`config.mk`:
```
export PLATFORM = sky130hd
export DESIGN_NAME = mac_dot_sequencer
export DESIGN_NICKNAME = d
export VERILOG_FILES = /design/src/rtl/mac_seq_pkg.sv /design/src/rtl/mac_seq_fifo.sv /design/src/rtl/mac_dot_sequencer.sv
export SDC_FILE = /design/constraint.sdc
export NUM_CORES = 1
export LEC_CHECK = 0
export ABC_AREA = 1
export CAP_MARGIN = 20
export CORE_MARGIN = 1.5
export CORE_UTILIZATION = 35
export CTS_CLUSTER_DIAMETER = 30
export CTS_CLUSTER_SIZE = 10
export DETAILED_ROUTE_END_ITERATION = 10
export GPL_TIMING_DRIVEN = 1
export PLACE_DENSITY = 0.61
export SYNTH_ARGS = -nofsm -noshare
export SYNTH_HDL_FRONTEND = slang
export SYNTH_HIERARCHICAL = 1
export SYNTH_SLANG_ARGS = --single-unit
```
`constraint.sdc`:
```
create_clock -name clk -period 7 [get_ports clk]
set_input_delay 1.05 -clock clk [delete_from_list [all_inputs] [get_ports clk]]
set_output_delay 1.05 -clock clk [all_outputs]
set_load 0.02 [all_outputs]
```
`src/rtl/mac_seq_pkg.sv`:
```
// Shared types and helpers for the mac_dot_sequencer slice: FSM state
// encoding and the width of the per-vector pair counter.
package mac_seq_pkg;

   typedef enum logic [1:0] {
      ST_IDLE  = 2'd0,
      ST_CLEAR = 2'd1,
      ST_RUN   = 2'd2,
      ST_DONE  = 2'd3
   } state_t;

   // Counter must be able to hold MAX_LEN itself, hence the +1.
   function automatic int cnt_width(input int max_len);
      return $clog2(max_len + 1);
   endfunction

endpackage

```
`src/rtl/mac_seq_fifo.sv`:
```
// Synchronous operand FIFO of {last, w, x} entries with registered full/empty
// flags; pointers carry an extra MSB to tell full from empty on wrap-around.
module mac_seq_fifo
   import mac_seq_pkg::*;
#(
   parameter int WIDTH = 8,
   parameter int DEPTH = 4
) (
   input  logic             clk,
   input  logic             rst,
   input  logic             push,
   input  logic             push_last,
   input  logic [WIDTH-1:0] push_w,
   input  logic [WIDTH-1:0] push_x,
   input  logic             pop,
   output logic             head_last,
   output logic [WIDTH-1:0] head_w,
   output logic [WIDTH-1:0] head_x,
   output logic             full,
   output logic             empty
);

   localparam int AW = $clog2(DEPTH);
   localparam int EW = 2 * WIDTH + 1;

   logic [EW-1:0] mem_q [DEPTH];
   logic [EW-1:0] mem_d [DEPTH];
   logic [AW:0]   wr_ptr_q, wr_ptr_d;
   logic [AW:0]   rd_ptr_q, rd_ptr_d;
   logic          full_q, full_d;
   logic          empty_q, empty_d;
   logic          do_push, do_pop;

   assign do_push = push && !full_q;
   assign do_pop  = pop && !empty_q;

   always_comb begin
      mem_d = mem_q;
      if (do_push) begin
         mem_d[wr_ptr_q[AW-1:0]] = {push_last, push_w, push_x};
      end
      wr_ptr_d = wr_ptr_q + {{AW{1'b0}}, do_push};
      rd_ptr_d = rd_ptr_q + {{AW{1'b0}}, do_pop};
      empty_d  = (wr_ptr_d == rd_ptr_d);
      full_d   = (wr_ptr_d[AW] != rd_ptr_d[AW]) &&
                 (wr_ptr_d[AW-1:0] == rd_ptr_d[AW-1:0]);
   end

   always_ff @(posedge clk) begin
      if (rst) begin
         wr_ptr_q <= '0;
         rd_ptr_q <= '0;
         full_q   <= 1'b0;
         empty_q  <= 1'b1;
      end else begin
         wr_ptr_q <= wr_ptr_d;
         rd_ptr_q <= rd_ptr_d;
         full_q   <= full_d;
         empty_q  <= empty_d;
      end
   end

   // Storage needs no reset: the pointers alone decide what is valid.
   always_ff @(posedge clk) begin
      mem_q <= mem_d;
   end

   assign {head_last, head_w, head_x} = mem_q[rd_ptr_q[AW-1:0]];
   assign full  = full_q;
   assign empty = empty_q;

endmodule

```
`src/rtl/mac_dot_sequencer.sv`:
```
// Feeds operand-pair vectors into a mac_Nbits: clears the MAC, streams pairs,
// pulses vec_done when the sum is final. Optional build macro: MAC_SEQ_ZERO_SKIP_EN.
module mac_dot_sequencer
   import mac_seq_pkg::*;
#(
   parameter  int WIDTH   = 8,
   parameter  int DEPTH   = 4,
   parameter  int MAX_LEN = 64,
   localparam int CW      = cnt_width(MAX_LEN)
) (
   input  logic             clk,
   input  logic             rst,
   input  logic             in_valid,
   output logic             in_ready,
   input  logic [WIDTH-1:0] in_w,
   input  logic [WIDTH-1:0] in_x,
   input  logic             in_last,
   output logic             mac_rst_n,
   output logic             mac_en,
   output logic [WIDTH-1:0] mac_w,
   output logic [WIDTH-1:0] mac_x,
   output logic             vec_done,
   output logic [CW-1:0]    vec_len,
   output logic             len_err
`ifdef MAC_SEQ_ZERO_SKIP_EN
   ,
   output logic [CW-1:0]    skip_cnt
`endif
);

   state_t           state_q, state_d;
   logic [CW-1:0]    cnt_q, cnt_d;
   logic             err_q, err_d;
   logic [CW-1:0]    cnt_inc;
   logic             hit_max;
   logic             pop;
   logic             fifo_full, fifo_empty;
   logic             head_last;
   logic [WIDTH-1:0] head_w, head_x;
`ifdef MAC_SEQ_ZERO_SKIP_EN
   logic [CW-1:0]    skip_q, skip_d;
`endif

   assign in_ready = !fifo_full && !rst;

   mac_seq_fifo #(
      .WIDTH (WIDTH),
      .DEPTH (DEPTH)
   ) u_fifo (
      .clk       (clk),
      .rst       (rst),
      .push      (in_valid && in_ready),
      .push_last (in_last),
      .push_w    (in_w),
      .push_x    (in_x),
      .pop       (pop),
      .head_last (head_last),
      .head_w    (head_w),
      .head_x    (head_x),
      .full      (fifo_full),
      .empty     (fifo_empty)
   );

   assign cnt_inc = cnt_q + CW'(1);
   assign hit_max = (cnt_inc == CW'(MAX_LEN));

   always_comb begin
      state_d   = state_q;
      cnt_d     = cnt_q;
      err_d     = err_q;
      pop       = 1'b0;
      mac_en    = 1'b0;
      mac_rst_n = 1'b1;
      vec_done  = 1'b0;
      vec_len   = '0;
      len_err   = 1'b0;
`ifdef MAC_SEQ_ZERO_SKIP_EN
      skip_d    = skip_q;
      skip_cnt  = '0;
`endif
      case (state_q)
         ST_IDLE: begin
            if (!fifo_empty) state_d = ST_CLEAR;
         end
         ST_CLEAR: begin
            mac_rst_n = 1'b0;
            cnt_d     = '0;
            err_d     = 1'b0;
`ifdef MAC_SEQ_ZERO_SKIP_EN
            skip_d    = '0;
`endif
            state_d   = ST_RUN;
         end
         ST_RUN: begin
            // An empty FIFO here is a bubble: the MAC simply holds.
            if (!fifo_empty) begin
               pop   = 1'b1;
               cnt_d = cnt_inc;
`ifdef MAC_SEQ_ZERO_SKIP_EN
               if (head_w == '0 || head_x == '0) skip_d = skip_q + CW'(1);
               else                              mac_en = 1'b1;
`else
               mac_en = 1'b1;
`endif
               if (head_last || hit_max) begin
                  err_d   = !head_last;
                  state_d = ST_DONE;
               end
            end
         end
         ST_DONE: begin
            vec_done = 1'b1;
            vec_len  = cnt_q;
            len_err  = err_q;
`ifdef MAC_SEQ_ZERO_SKIP_EN
            skip_cnt = skip_q;
`endif
            state_d  = fifo_empty ? ST_IDLE : ST_CLEAR;
         end
         default: state_d = ST_IDLE;
      endcase
      // Reset also holds the downstream MAC cleared and silences every pulse.
      if (rst) begin
         pop       = 1'b0;
         mac_en    = 1'b0;
         mac_rst_n = 1'b0;
         vec_done  = 1'b0;
         vec_len   = '0;
         len_err   = 1'b0;
`ifdef MAC_SEQ_ZERO_SKIP_EN
         skip_cnt  = '0;
`endif
      end
   end

   always_ff @(posedge clk) begin
      if (rst) begin
         state_q <= ST_IDLE;
         cnt_q   <= '0;
         err_q   <= 1'b0;
`ifdef MAC_SEQ_ZERO_SKIP_EN
         skip_q  <= '0;
`endif
      end else begin
         state_q <= state_d;
         cnt_q   <= cnt_d;
         err_q   <= err_d;
`ifdef MAC_SEQ_ZERO_SKIP_EN
         skip_q  <= skip_d;
`endif
      end
   end

   assign mac_w = mac_en ? head_w : '0;
   assign mac_x = mac_en ? head_x : '0;

endmodule

```
### Floorplan with the power grid, run 1

Bar = 20 um. Pins as bars on the die edge.
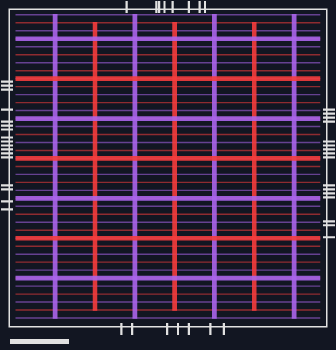
Key: purple = VSS; red = VDD
39 met1 rails follow the rows. 7 straps on met5.
floorplan die height: 108 um
x dimension of the die: 108 um

### Cells coloured by class, run 1

Fill, decap, tap and diode cells in grey.
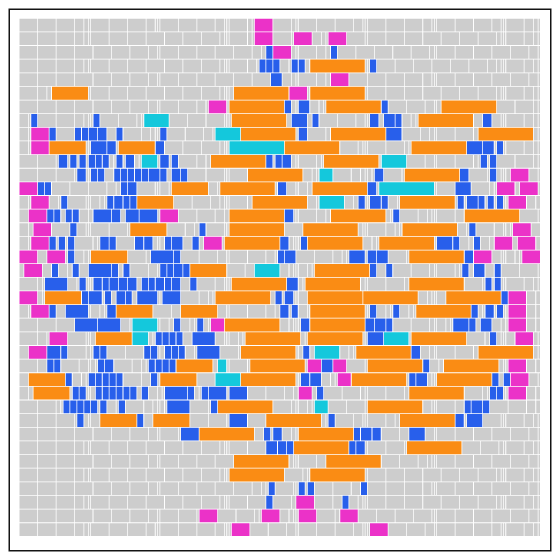
Key: blue = combinational and other logic [cells 278, share of their area 30%]; magenta = other buffers and delay cells [cells 52, share of their area 11%]; cyan = clock drivers and dummy loads [cells 16, share of their area 4.9%]; orange = flops [cells 86, share of their area 53%]
core utilization of the finished layout: 0.434
Placeable Area: 0.0107 mm^2

### Clock distribution, run 1

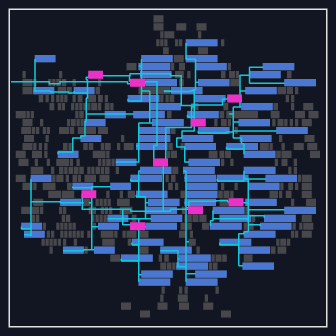
Key: blue = flip-flops [count 86]; magenta = clock drivers [count 9]; cyan = clock wires [length 920 um]
There are 10 routed clock nets.
clock group power: 0.000376 W
setup skew after layout: 0.00668 ns

-- run 1: critical path, cell delays in order --
cell and delay [ns]:
clkdlybuf4s50_1 0.80, nor2_2 0.35, inv_2 0.19, nor2_1 0.15, clkdlybuf4s50_1 0.62
-- run 1: per-layer routing --
layer	vias up	wire [um]	GRT usage	part of all wire
li1	1363	-	-	-
met1	1271	3460	0.170	0.46
met2	61	3660	0.237	0.48
met3	4	405	0.0478	0.054
met4	0	31	0.0385	0.0041
met5	-	0	0	0
-- run 1: sequential cells by signal, indices dropped and copies added, names as in the netlist --
register,flops
cnt_q,7
u_fifo/full,1
err_q,1
state_q,2
u_fifo/rd_ptr_q,3
u_fifo/mem_q,68
u_fifo/empty,1
u_fifo/wr_ptr_q,3
-- run 1: kinds of logic (layout without fill, tap and decap cells) --
logic type,Yosys count,after routing
fa+ha+maj,10,10
simple gates,152,152
compound gates,67,67
xor+xnor,1,1
flops,86,86
buf+inv,59,116
-- run 1: where the power goes --
part	switching, W	internal (W)
sequential	0.0000114	0.000568
clock	0.000174	0.000202
combinational	0.0000739	0.0000474
-- run 1: area by class of cell --
class	count	area (um^2)
fillers	1061	6080
inverters	48	183
clock inverters	7	97.6
repair buffers	52	508
well taps	140	175
multi-input cells	230	1180
clock buffers	9	124
flip-flops and latches	86	2400
-- run 1: how the worst max path moves through the flow --
stage	endpoint	slack, ns	cells after the start
finish	mac_w[2]	2.78	5
global route	mac_w[2]	2.56	5
CTS	mac_w[2]	2.75	5
detailed placement	mac_x[2]	2.76	5
global placement	mac_x[7]	2.83	5
floorplan	u_fifo/mem_q[17]	3.92	5
-- run 1: layout by cell type (no fill, tap or decap), types with 2 or more instances in the layout --
cell type / n
a21oi_1: 9
buf_4: 5
bufinv_16: 2
clkbuf_8: 9
clkdlybuf4s50_1: 47
clkinvlp_4: 2
dfxtp_1: 18
edfxtp_1: 68
ha_1: 10
inv_1: 44
inv_2: 2
nand2_1: 52
nand3_1: 11
nand3_2: 2
nor2_1: 78
nor3_2: 4
o21ai_0: 14
o21ai_1: 14
o21ai_2: 10
o22ai_1: 17
-- run 1: per-stage QoR --
stage | hold slack [ns] | setup slack, ns | instance area [um^2]
floorplan | 0.451 | 3.92 | 3840
global placement | 0.489 | 2.83 | 4450
detailed placement | 0.492 | 2.76 | 4450
CTS | 0.505 | 2.75 | 4670
global route | 0.531 | 2.56 | 4670
finish | 0.508 | 2.78 | 4670
==> run notes, run 1 <==
Implementation results are summarized by area below.

Clock tree
The number of buffers created by CTS is 9. The CTS H-tree depth is 3. In this run the post-CTS setup repair buffer count came out at 0. The root buffer cell chosen for the clock tree is clkbuf_8. The maximum root-to-sink buffer count is 2. As reported, the later end of the worst-skew pair has a clock insertion delay of 0.35 ns. Post-CTS repair ended up resizing 0 cells. The number of hold buffers added after CTS was 0. TritonCTS built the clock tree.

The registers of the reported paths see a clock transition of 0.08 ns.

Pwr
Total power normalized to cell area comes to 231 mW/mm^2. The highest ir drop seen on vdd is 0.122 mV. The leakage power figure is 1.71 nW.

The overall power is 0.00108 W.

Global route
The number of global-route vias before repair was 2,521. The residual overflow from global routing is 0. Entering global routing, the biggest net connects 37 pins.

The first global-routing pass estimated 12.2 mm of wire. The initial antenna violation count is 0. Across every metal layer, demand over resource in global routing totals 0.140.

Timing
The setup violation total in the final timing report is 0. The final timing report lists a hold violation count of 0. The tightest slew margin relative to the limit is 0.471. The final-layout setup total negative slack is 0 ns.

The transition time of the tightest slew-check pin is 0.793 ns. Pins over their slew limit in the final report were tallied at 0. Dividing the final minimum period by the clock period gives 0.602. Setup repair after global routing left no endpoint under its margin.

The highest clock rate is 0.237 GHz. The final critical path time including I/O delays and setup is 4.22 ns.

Critical path
The worst setup path is captured at a primary output. The arrival time of the worst setup path is 3.17 ns. For the worst reg-to-reg path, the startpoint reported by OpenROAD is state_q[0]. According to the timing report, the critical path is launched from rst.

The critical path class is input port to primary output. STA classifies the critical path startpoint as an input port. For the worst reg-to-reg path, the endpoint reported by OpenROAD is u_fifo/full. At the worst endpoint, the required time is 5.95 ns. Counting cells, the worst reg-to-reg path comes to 15.

Yosys
The cell type with the largest total area is edfxtp_1. In the Yosys report the total cell count is 375. The async set-reset flop share out of synthesis is 0. The sequential area share after synthesis is 0.626. The count of cell types in the netlist is 29. For reference, the mux area share after synthesis is 0.

Of the post-synthesis cell area, the dominant cell type holds 0.532. The synthesis stats list as the most numerous cell nor2_1. In this run, synthesis inferred 68 flip-flops with an integrated enable. The number of nets in the synthesized netlist is 405. In the synthesized netlist, the cells that appear most often are 78 x nor2_1, 68 x edfxtp_1, 52 x nand2_1. After synthesis, the cell types taking the most area are edfxtp_1 53%, dfxtp_1 9.4%, nor2_1 7.6%, nand2_1 5.1%, inv_1 4.3%.

Of the total synthesized cell area, the portion taken by full adders, half adders and majority gates is 0.0326. The chip area line in the Yosys stat output reads 0.00384 mm^2. The synthesized flop and latch total is 86. In this run, the synthesized area fraction spent on xor and xnor cells is recorded as 0.00228. The compound-gate portion of the synthesized area is 0.105. The cell area that synthesis handed to floorplanning was 0.00384 mm^2.

The number of synthesis warnings is 6. The dominant non-sequential cell family after synthesis is simple AND/OR/NAND/NOR gates. Counting every instance in the synthesized netlist gives 375. A synthesized cell averages 10.2 um^2.

Finish
The count of nets after finishing is 457. Per the run report, area growth between synthesis and finish was 21.6%. The total inserted antenna cells is 0. The number of standard cells in the layout, taps in and fillers out is 572.

The fraction of layout cells with a size suffix above 1 is 0.0995.

Routing
The routed wire length per instance is 13.2 um. Across all layers, the routed design uses 2,699 vias. The initial DRC count is 146. After detailed routing, the number of vias per cell comes to 4.72. The first TritonRoute pass finished after 4 iterations. The routed layout reports a DRC error count of 0. In the post-route report, total wirelength is listed as 7.56 mm. In this run the remaining antenna-violating nets after routing total 0.

Run status
The run finished with clean final reports.

Hold path
The worst min-delay path endpoint is cnt_q[6]. The startpoint identified for the worst hold timing path is cnt_q[6]. The path class of the tightest hold or removal check is flop to flop.

Place
The final weighted congestion of routability-driven global placement is 0.804. Once placement completed, the tool counted placed cells totaling 556. For this run the detailed placement stage logged an HPWL of 4.89 mm. Input and output buffers added on the ports amount to 47.

Die
The area of the die is 0.0116 mm^2. The top-level port count is 48. The floorplan-stage core utilization is 0.357.

After floorplanning, the core was divided into 38 placement rows.

Run
In this run the maximum-capacitance check reported violations numbering 0. The number of warning messages in the logs is 30.
==> run 2: changes to the inputs <==
--- a/config.mk
+++ b/config.mk
@@ -13,7 +13,7 @@
 export CTS_CLUSTER_SIZE = 10
 export DETAILED_ROUTE_END_ITERATION = 10
 export GPL_TIMING_DRIVEN = 1
-export PLACE_DENSITY = 0.61
+export PLACE_DENSITY = 0.63
 export SYNTH_ARGS = -nofsm -noshare
 export SYNTH_HDL_FRONTEND = slang
 export SYNTH_HIERARCHICAL = 1
==> constraint.sdc (replaced) <==
create_clock -name clk -period 3.65 [get_ports clk]
set_input_delay 0.5475 -clock clk [delete_from_list [all_inputs] [get_ports clk]]
set_output_delay 0.5475 -clock clk [all_outputs]
set_load 0.02 [all_outputs]
### Floorplan with the power grid, run 2

Bar = 20 um. Pins as bars on the die edge.
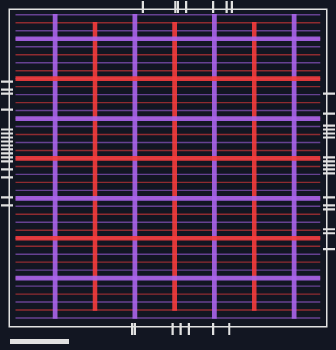
Key: purple = VSS; red = VDD
7 straps on met5. 48 signal pins sit on the boundary. 39 met1 rails follow the rows. 7 straps on met4. The core has 38 rows.
Max IR drop VDD: 0.325 mV

### Cells coloured by class, run 2

Fill, decap, tap and diode cells in grey.
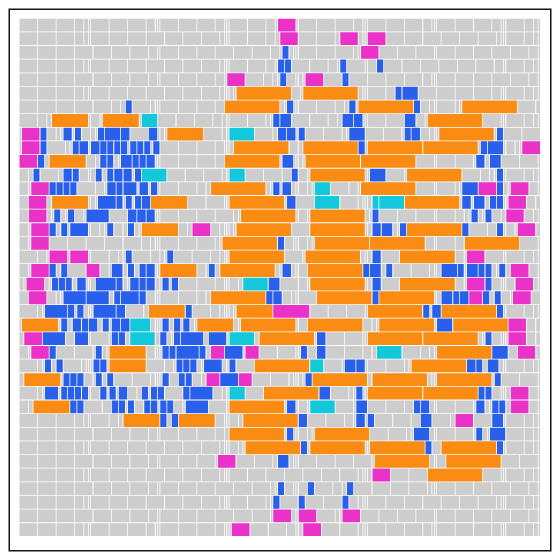
Key: orange = flops [cells 86, share of their area 54%]; cyan = clock drivers and dummy loads [cells 16, share of their area 4.1%]; blue = combinational and other logic [cells 278, share of their area 30%]; magenta = other buffers and delay cells [cells 54, share of their area 12%]
row count: 38
finished layout cell area: 0.00465 mm^2
core utilization of the finished layout: 0.433

==> run notes, run 2 <==
Implementation results are summarized by area below.

Critical path
The number of cells on the worst reg-to-reg path is 16 (+1). The data required time at the worst endpoint was 3.10 ns (-2.85 ns). The reg-to-reg startpoint is state_q[0]. The kind of launch point of the worst setup path is a flop.

Yosys
The synthesized instance count is 375 (unchanged). The yosys stat cell total is 375 (unchanged). The number of enable flip-flop cells is 68 (unchanged). The async set-reset flop share out of synthesis is 0 (unchanged). The cell type with the largest total area is edfxtp_1.

The number of synthesis warnings came to 6 (unchanged). The top cell type's share of synthesized area is 0.532 (unchanged). The total standard cell area after synthesis is 0.00384 mm^2 (unchanged).

Hold path
STA lists the startpoint of the worst hold path as cnt_q[4]. The path class of the tightest hold or removal check is flop to flop.

Die
The area of the die is 0.0116 mm^2 (unchanged). The width of the die is 108 um (unchanged). The floorplan-stage core utilization is 0.357 (unchanged).

The top-level port count was 48 (unchanged). The height of the die is 108 um (unchanged).

Run status
The flow ran to the end, and the final reports show no timing, DRC or antenna violations.

Finish
The total inserted antenna cells is 0 (unchanged). The flip-flop count of the largest register, all copies and words added is 68 (unchanged). The number of standard cells in the layout, taps in and fillers out is 574 (+0.35%).

Timing
The share of the cycle needed by the critical path after routing is 0.851. The transition time of the tightest slew-check pin was 0.695 ns (-0.0979 ns). The tightest slew margin relative to the limit was 0.536 (+0.0654). The number of max-slew violations in the final report was 0 (unchanged). The routed design could run at a clock period as short as 3.11 ns. The setup violation total in the final timing report was 0 (unchanged).

The final-layout setup total negative slack came to 0 ns (unchanged).

Routing
The DRC violation count after routing is 0 (unchanged). The number of optimization iterations in the first detailed-route pass came to 4 (unchanged). The total wirelength of the detailed-routed design is 7.49 mm (-0.90%). The vias after detailed routing is 2,677 (-0.82%).

Clock tree
The number of buffers created by CTS was 9 (unchanged). The maximum root-to-sink buffer count is 2 (unchanged). The CTS tree is built. The clock latency reported for the late side of the worst-skew pair came to 0.36 ns (about the same). The number of hold-repair buffers added at the cts stage was 0 (unchanged).

Run
The max-capacitance violation count is 0 (unchanged). The number of warning messages in the logs came to 30 (unchanged).

Global route
The layer carrying the most global-route usage is met2. The global routing usage on met1 is 0.169 (-0.00104). The total track usage came to 0.137 (-0.00278).

The initial antenna violation count is 0 (unchanged).

Place
The cell area after placement is 0.00447 mm^2 (+0.62%). The HPWL reported at the end of detailed placement came to 4.77 mm (-2.5%).

Pwr
The leakage power figure came to 1.71 nW (-0.21%).
-- run 2: cell type report --
type / instances / area, um^2
timing repair buffer: 54 / 536
inverter: 48 / 183
clock inverter: 7 / 57.6
sequential: 86 / 2400
clock buffer: 9 / 124
fill: 1077 / 6090
tap: 140 / 175
multi-input combinational: 230 / 1180
-- run 2: power breakdown --
| part | switching (W) | internal [W] |
|---|---|---|
| combinational | 0.000138 | 0.0000912 |
| clock | 0.000352 | 0.000255 |
| sequential | 0.0000229 | 0.00109 |
| total | 0.000513 | 0.00144 |
-- run 2: cells by family after synthesis --
kind of cell	after synthesis	synth area share
flops	86	0.626
xor+xnor	1	0.00228
fa+ha+maj	10	0.0326
compound gates	67	0.105
simple gates	152	0.161
buf+inv	59	0.0727
-- run 2: layer usage --
layer / wire, um / vias up / part of all wire
met5: 0 / - / 0
met4: 116 / 0 / 0.015
met3: 392 / 9 / 0.052
met2: 3470 / 62 / 0.46
met1: 3510 / 1238 / 0.47
li1: - / 1368 / -
-- run 2: per-stage QoR --
| stage | hold slack, ns | power [W] | setup WS [ns] |
|---|---|---|---|
| 2_1_floorplan | 0.451 | 0.00128 | 1.07 |
| 3_3_place_gp | 0.487 | 0.00136 | 0.908 |
| 3_5_place_dp | 0.494 | 0.00136 | 0.907 |
| 4_1_cts | 0.506 | 0.00196 | 0.504 |
| 5_1_grt | 0.544 | 0.00204 | 0.310 |
| 6_report | 0.506 | 0.00195 | 0.545 |
-- run 2: worst max-delay path by stage --
stage | depth (start not counted) | startpoint | slack [ns] | end
after global routing | 9 | state_q[0] | 0.31 | mac_w[0]
after global placement | 6 | rst | 0.91 | vec_len[5]
after detailed placement | 9 | state_q[0] | 0.91 | mac_w[1]
after CTS | 9 | state_q[0] | 0.50 | mac_w[1]
after floorplan | 5 | rst | 1.07 | u_fifo/mem_q[17]
final | 9 | state_q[0] | 0.54 | mac_w[1]
-- run 2: worst max-delay path, cell delays in order (launching register included) --
cell,delay [ns]
dfxtp_1,0.34
inv_1,0.14
ha_1,0.23
inv_1,0.10
nor2_4,0.15
inv_1,0.09
nor2_2,0.18
inv_2,0.19
nor2_1,0.15
clkdlybuf4s50_1,0.62
No activity file was given, so power comes from the tool's default toggle rates.
